===== src/rtl/synth_pkg.sv =====
// Shared FM synth core definitions: voice/operator geometry, sample width and
// the voice-operator ID type used by the mixer and its upstream stages.
package synth_pkg;

  localparam int NUM_VOICES              = 32;
  localparam int NUM_OPERATORS           = 8;
  localparam int VOICE_OPERATOR_ID_WIDTH = 8;
  localparam int SAMPLE_WIDTH            = 16;

  // {op[2:0], voice[4:0]}
  typedef logic [VOICE_OPERATOR_ID_WIDTH-1:0] voiceOperatorId_t;

  localparam voiceOperatorId_t FRAME_END_ID = voiceOperatorId_t'(NUM_VOICES * NUM_OPERATORS - 1);

  function automatic voiceOperatorId_t nextId(input voiceOperatorId_t id);
    return id + voiceOperatorId_t'(1);
  endfunction

endpackage


===== src/rtl/sample_limiter.sv =====
// Reduces a scaled frame sum to a 16-bit sample and flags out-of-range values.
// SAMPLE_MIXER_SATURATE_EN selects clamping; otherwise the sample wraps.
module sample_limiter
  import synth_pkg::*;
#(
  parameter int ACC_WIDTH = 24
) (
  input  logic signed [ACC_WIDTH-1:0]    scaled,
  output logic signed [SAMPLE_WIDTH-1:0] sample,
  output logic                           clipped
);

  function automatic logic fitsSample(input logic signed [ACC_WIDTH-1:0] value);
    // Fits when every bit from the sample sign bit upward matches.
    return (&value[ACC_WIDTH-1:SAMPLE_WIDTH-1]) || !(|value[ACC_WIDTH-1:SAMPLE_WIDTH-1]);
  endfunction

  function automatic logic signed [SAMPLE_WIDTH-1:0] saturate(input logic signed [ACC_WIDTH-1:0] value);
    logic signed [SAMPLE_WIDTH-1:0] result;
    if (fitsSample(value))
      result = value[SAMPLE_WIDTH-1:0];
    else if (value[ACC_WIDTH-1])
      result = {1'b1, {(SAMPLE_WIDTH-1){1'b0}}};
    else
      result = {1'b0, {(SAMPLE_WIDTH-1){1'b1}}};
    return result;
  endfunction

  always_comb begin
    clipped = !fitsSample(scaled);
`ifdef SAMPLE_MIXER_SATURATE_EN
    sample  = saturate(scaled);
`else
    sample  = scaled[SAMPLE_WIDTH-1:0];
`endif
  end

endmodule


===== src/rtl/sample_mixer.sv =====
// Final FM synth stage: sums carrier operators over a 256-slot frame, scales
// and limits the sum into one audio sample per clean frame (see sample_limiter
// for the SAMPLE_MIXER_SATURATE_EN option).
module sample_mixer
  import synth_pkg::*;
#(
  parameter int OUTPUT_SHIFT = 5,
  parameter int ACC_WIDTH    = 24
) (
  input  logic               i_Clock,
  input  logic               i_Reset,
  input  logic               i_Valid,
  input  logic [7:0]         i_VoiceOperator,
  input  logic               i_Carrier,
  input  logic signed [15:0] i_OperatorOutput,
  output logic               o_SampleReady,
  output logic signed [15:0] o_Sample,
  output logic               o_Clipped,
  output logic               o_SyncError
);

  logic signed [ACC_WIDTH-1:0]    r_Acc;
  voiceOperatorId_t               r_Expected;
  logic                           r_Dirty;

  logic signed [ACC_WIDTH-1:0]    term;
  logic signed [ACC_WIDTH-1:0]    finalSum;
  logic signed [ACC_WIDTH-1:0]    scaled;
  logic signed [SAMPLE_WIDTH-1:0] limitedSample;
  logic                           limitedClipped;
  logic                           inOrder;
  logic                           frameEnd;

  always_comb begin
    term     = i_Carrier ? {{(ACC_WIDTH-SAMPLE_WIDTH){i_OperatorOutput[SAMPLE_WIDTH-1]}}, i_OperatorOutput}
                         : '0;
    finalSum = r_Acc + term;
    scaled   = finalSum >>> OUTPUT_SHIFT;
    inOrder  = (i_VoiceOperator == r_Expected);
    frameEnd = (i_VoiceOperator == FRAME_END_ID);
  end

  sample_limiter #(
    .ACC_WIDTH(ACC_WIDTH)
  ) u_limiter (
    .scaled (scaled),
    .sample (limitedSample),
    .clipped(limitedClipped)
  );

  // Accumulate stage: frame sum, order tracking and registered sample output
  always_ff @(posedge i_Clock) begin
    if (i_Reset) begin
      r_Acc         <= '0;
      r_Expected    <= '0;
      r_Dirty       <= 1'b0;
      o_SampleReady <= 1'b0;
      o_Sample      <= '0;
      o_Clipped     <= 1'b0;
      o_SyncError   <= 1'b0;
    end else begin
      o_SampleReady <= 1'b0;
      if (i_Valid) begin
        // Resynchronise on the received ID whether or not it was expected.
        r_Expected <= nextId(i_VoiceOperator);
        if (!inOrder) begin
          o_SyncError <= 1'b1;
          if (frameEnd) begin
            r_Acc   <= '0;
            r_Dirty <= 1'b0;
          end else begin
            r_Acc   <= term;
            r_Dirty <= 1'b1;
          end
        end else if (frameEnd) begin
          r_Acc   <= '0;
          r_Dirty <= 1'b0;
          if (!r_Dirty) begin
            o_Sample      <= limitedSample;
            o_Clipped     <= limitedClipped;
            o_SampleReady <= 1'b1;
          end
        end else begin
          r_Acc <= finalSum;
        end
      end
    end
  end

endmodule


===== config.mk =====
export PLATFORM = sky130hd
export DESIGN_NAME = sample_mixer
export DESIGN_NICKNAME = d
export VERILOG_FILES = /design/src/rtl/synth_pkg.sv /design/src/rtl/sample_limiter.sv /design/src/rtl/sample_mixer.sv
export SDC_FILE = /design/constraint.sdc
export NUM_CORES = 1
export LEC_CHECK = 0
export ABC_AREA = 0
export CAP_MARGIN = 20
export CORE_MARGIN = 4
export CORE_UTILIZATION = 45
export CTS_CLUSTER_DIAMETER = 50
export DETAILED_ROUTE_END_ITERATION = 10
export PLACE_DENSITY_LB_ADDON = 0.15
export SETUP_SLACK_MARGIN = 0.15
export SYNTH_ARGS = -nofsm -noshare
export SYNTH_HDL_FRONTEND = slang
export SYNTH_SLANG_ARGS = --single-unit

===== constraint.sdc =====
create_clock -name i_Clock -period 4.3 [get_ports i_Clock]
set_input_delay 1.29 -clock i_Clock [delete_from_list [all_inputs] [get_ports i_Clock]]
set_output_delay 1.29 -clock i_Clock [all_outputs]
set_load 0.01 [all_outputs]

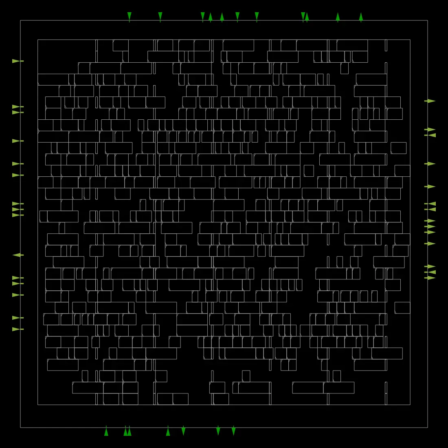
placement.png
Flop Count: 52
number of fill cells in the layout: 732

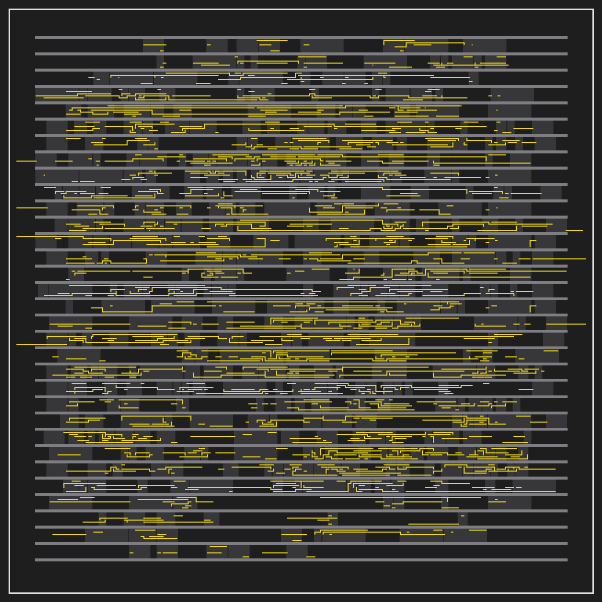
layer_met1.png
Drawn at 6 px/µm. Supply wires on this layer in gray. Cells faint in the background.
The wires run mostly horizontal. The longest straight run is 42.3 µm. The layer carries 4390 µm of wire. The layer holds 47% of the routed length.

==> impl_metrics.json <==
{
  "outcome": "finished clean",
  "synth_top_cell_by_area": "dfxtp_1",
  "clockBufferDepth": 2,
  "grt_setup_unrepaired": "no",
  "cp_common_cell": "o31ai_4",
  "seq_area_frac": 0.2403,
  "r2r_start": "r_Acc[0]",
  "tns_ns": 0,
  "lay_top_cells": "dfxtp_1, nor2_1, clkdlybuf4s50_1",
  "comb_cells": 347,
  "finalCritPeriodShare": 0.9258,
  "finClkSkew_ns": 0.008183,
  "hold_depth": 2,
  "ys_sh_simple": 0.2330,
  "syn2layout_area_growth_pct": 21.34,
  "power_density_mw_per_mm2": 245.6,
  "regArea_mm2": 0.001041,
  "p_sw_uw": 335.6,
  "flop_cell": "dfxtp_1",
  "cts_hold_buf": 0,
  "crit_end": "o_Clipped",
  "p_int_uw": 728.4,
  "postRouteAntennaNets": 0,
  "comb_share": 0.5484,
  "path_buffers": 2,
  "clock_area_frac": 0.02224,
  "drt_iter0_markers": 179,
  "reg2reg_depth": 13,
  "h-tree-depth": 2,
  "via_per_inst": 5.454,
  "slew_headroom": 0.3014,
  "yosysChipArea_mm2": 0.003571,
  "dr.pass1.iters": 5,
  "ys_types": 64,
  "yosys_warnings": 0,
  "grt_pass1_wl_mm": 14.79,
  "post-route-drc-count": 0,
  "finish.net_count": 534,
  "period_needed_ns": 3.981,
  "p_leak_uw": 0.001670,
  "wl_per_cell_um": 15.61,
  "openroad.warnings": 26,
  "pwr-share-comb": 0.219,
  "drive_gt1_frac": 0.1388,
  "critPathSlowestCell": "clkdlybuf4s50_1",
  "clock-sinks": 52,
  "ys_sh_aoi": 0.2127,
  "insertion_delay_ns": 0.32,
  "fin_area_mm2": 0.004333,
  "initCoreUtil": 0.4621,
  "ys_ff": 52,
  "worst-path-stages": 14,
  "ys_sh_mux": 0.06412,
  "track_usage": 0.1892,
  "vdd_drop_max_mv": 0.1435,
  "vias": 3229,
  "die_x_um": 97.08,
  "place_congestion": 0.9305,
  "fin_hold_ws_ns": 0.4552,
  "core_mm2": 0.007727,
  "path_clk_slew_ns": 0.11,
  "syn_area_mm2": 0.003571,
  "finalWorstSetupSlack_ns": 0.3190,
  "crit_arrival_ns": 4.20,
  "yosys-stat-cells": 435,
  "r2r-end": "r_Acc[18]",
  "antenna_cells": 0,
  "reg2reg_slack_ns": 1.55,
  "xor_share": 0.08584,
  "top_cells_by_area": "dfxtp_1, xnor2_1, ha_1, a21oi_1, nor2_1",
  "crit_fanout": 3,
  "path_cells": "clkdlybuf4s50_1 > and2_1 > ha_1 > inv_1 > fa_1 > and2b_1 > o31a_4 > o21ai_4 > o31ai_4 > a31oi_4 > o31ai_4 > xnor2_2 > o41ai_2 > o21ai_1",
  "slowest_delay_ns": 0.49,
  "synthTopCellsByCount": "dfxtp_1, nor2_1, nand2_1, a21oi_1, xnor2_1",
  "hold_path_startpoint": "o_Sample[9]",
  "layout_top_cell": "dfxtp_1",
  "die_h_um": 97.08,
  "logic_family": "simple AND/OR/NAND/NOR gates",
  "clock-root-buffer": "clkbuf_8",
  "yosysSeqAreaShare": 0.2915,
  "cts_buffers": 5,
  "grt_antenna_before_repair": 0,
  "final-nonclk-buf-share": 0.1493,
  "die-area_mm2": 0.009425,
  "swShare": 0.3154,
  "num_tap_cells": 102,
  "final_cell_count_no_fill": 592,
  "hold_path.class": "flip-flop to flip-flop",
  "crit_family": "AND-OR/OR-AND gates",
  "worst_setup_path_start_kind": "primary input",
  "synthAdderAreaFrac": 0.06167,
  "p_total_uw": 1064,
  "grt_pass1_vias": 3089,
  "grt_max_degree": 54
}
[sequential cells by signal (all words and copies together) (netlist names)]
register,flops
o_Sample,16
r_Expected,8
o_SampleReady,1
o_SyncError,1
o_Clipped,1
r_Acc,24
r_Dirty,1
[repair_timing]
action | CTS | global route
resized | 0 | 5
endpoints found under the hold margin | 0 | 0
endpoints found under the setup margin | 0 | 2
[metal layers]
layer  GRT usage  vias up  share of wire
met4     0.04644        0         0.0082
li1            -     1656              -
met5           0        -              0
met3     0.02800        6          0.038
met2      0.3270       69           0.48
met1      0.2473     1498           0.47
[power by group through the flow]
stage                     registers [µW]  clock network (µW)  logic (µW)
after global placement               529                   0         224
after global routing                 521                 336         255
after floorplan                      521                   0         160
final                                518                 312         233
after detailed placement             529                   0         227
after CTS                            518                 324         229
Power and IR drop assume default switching activity.
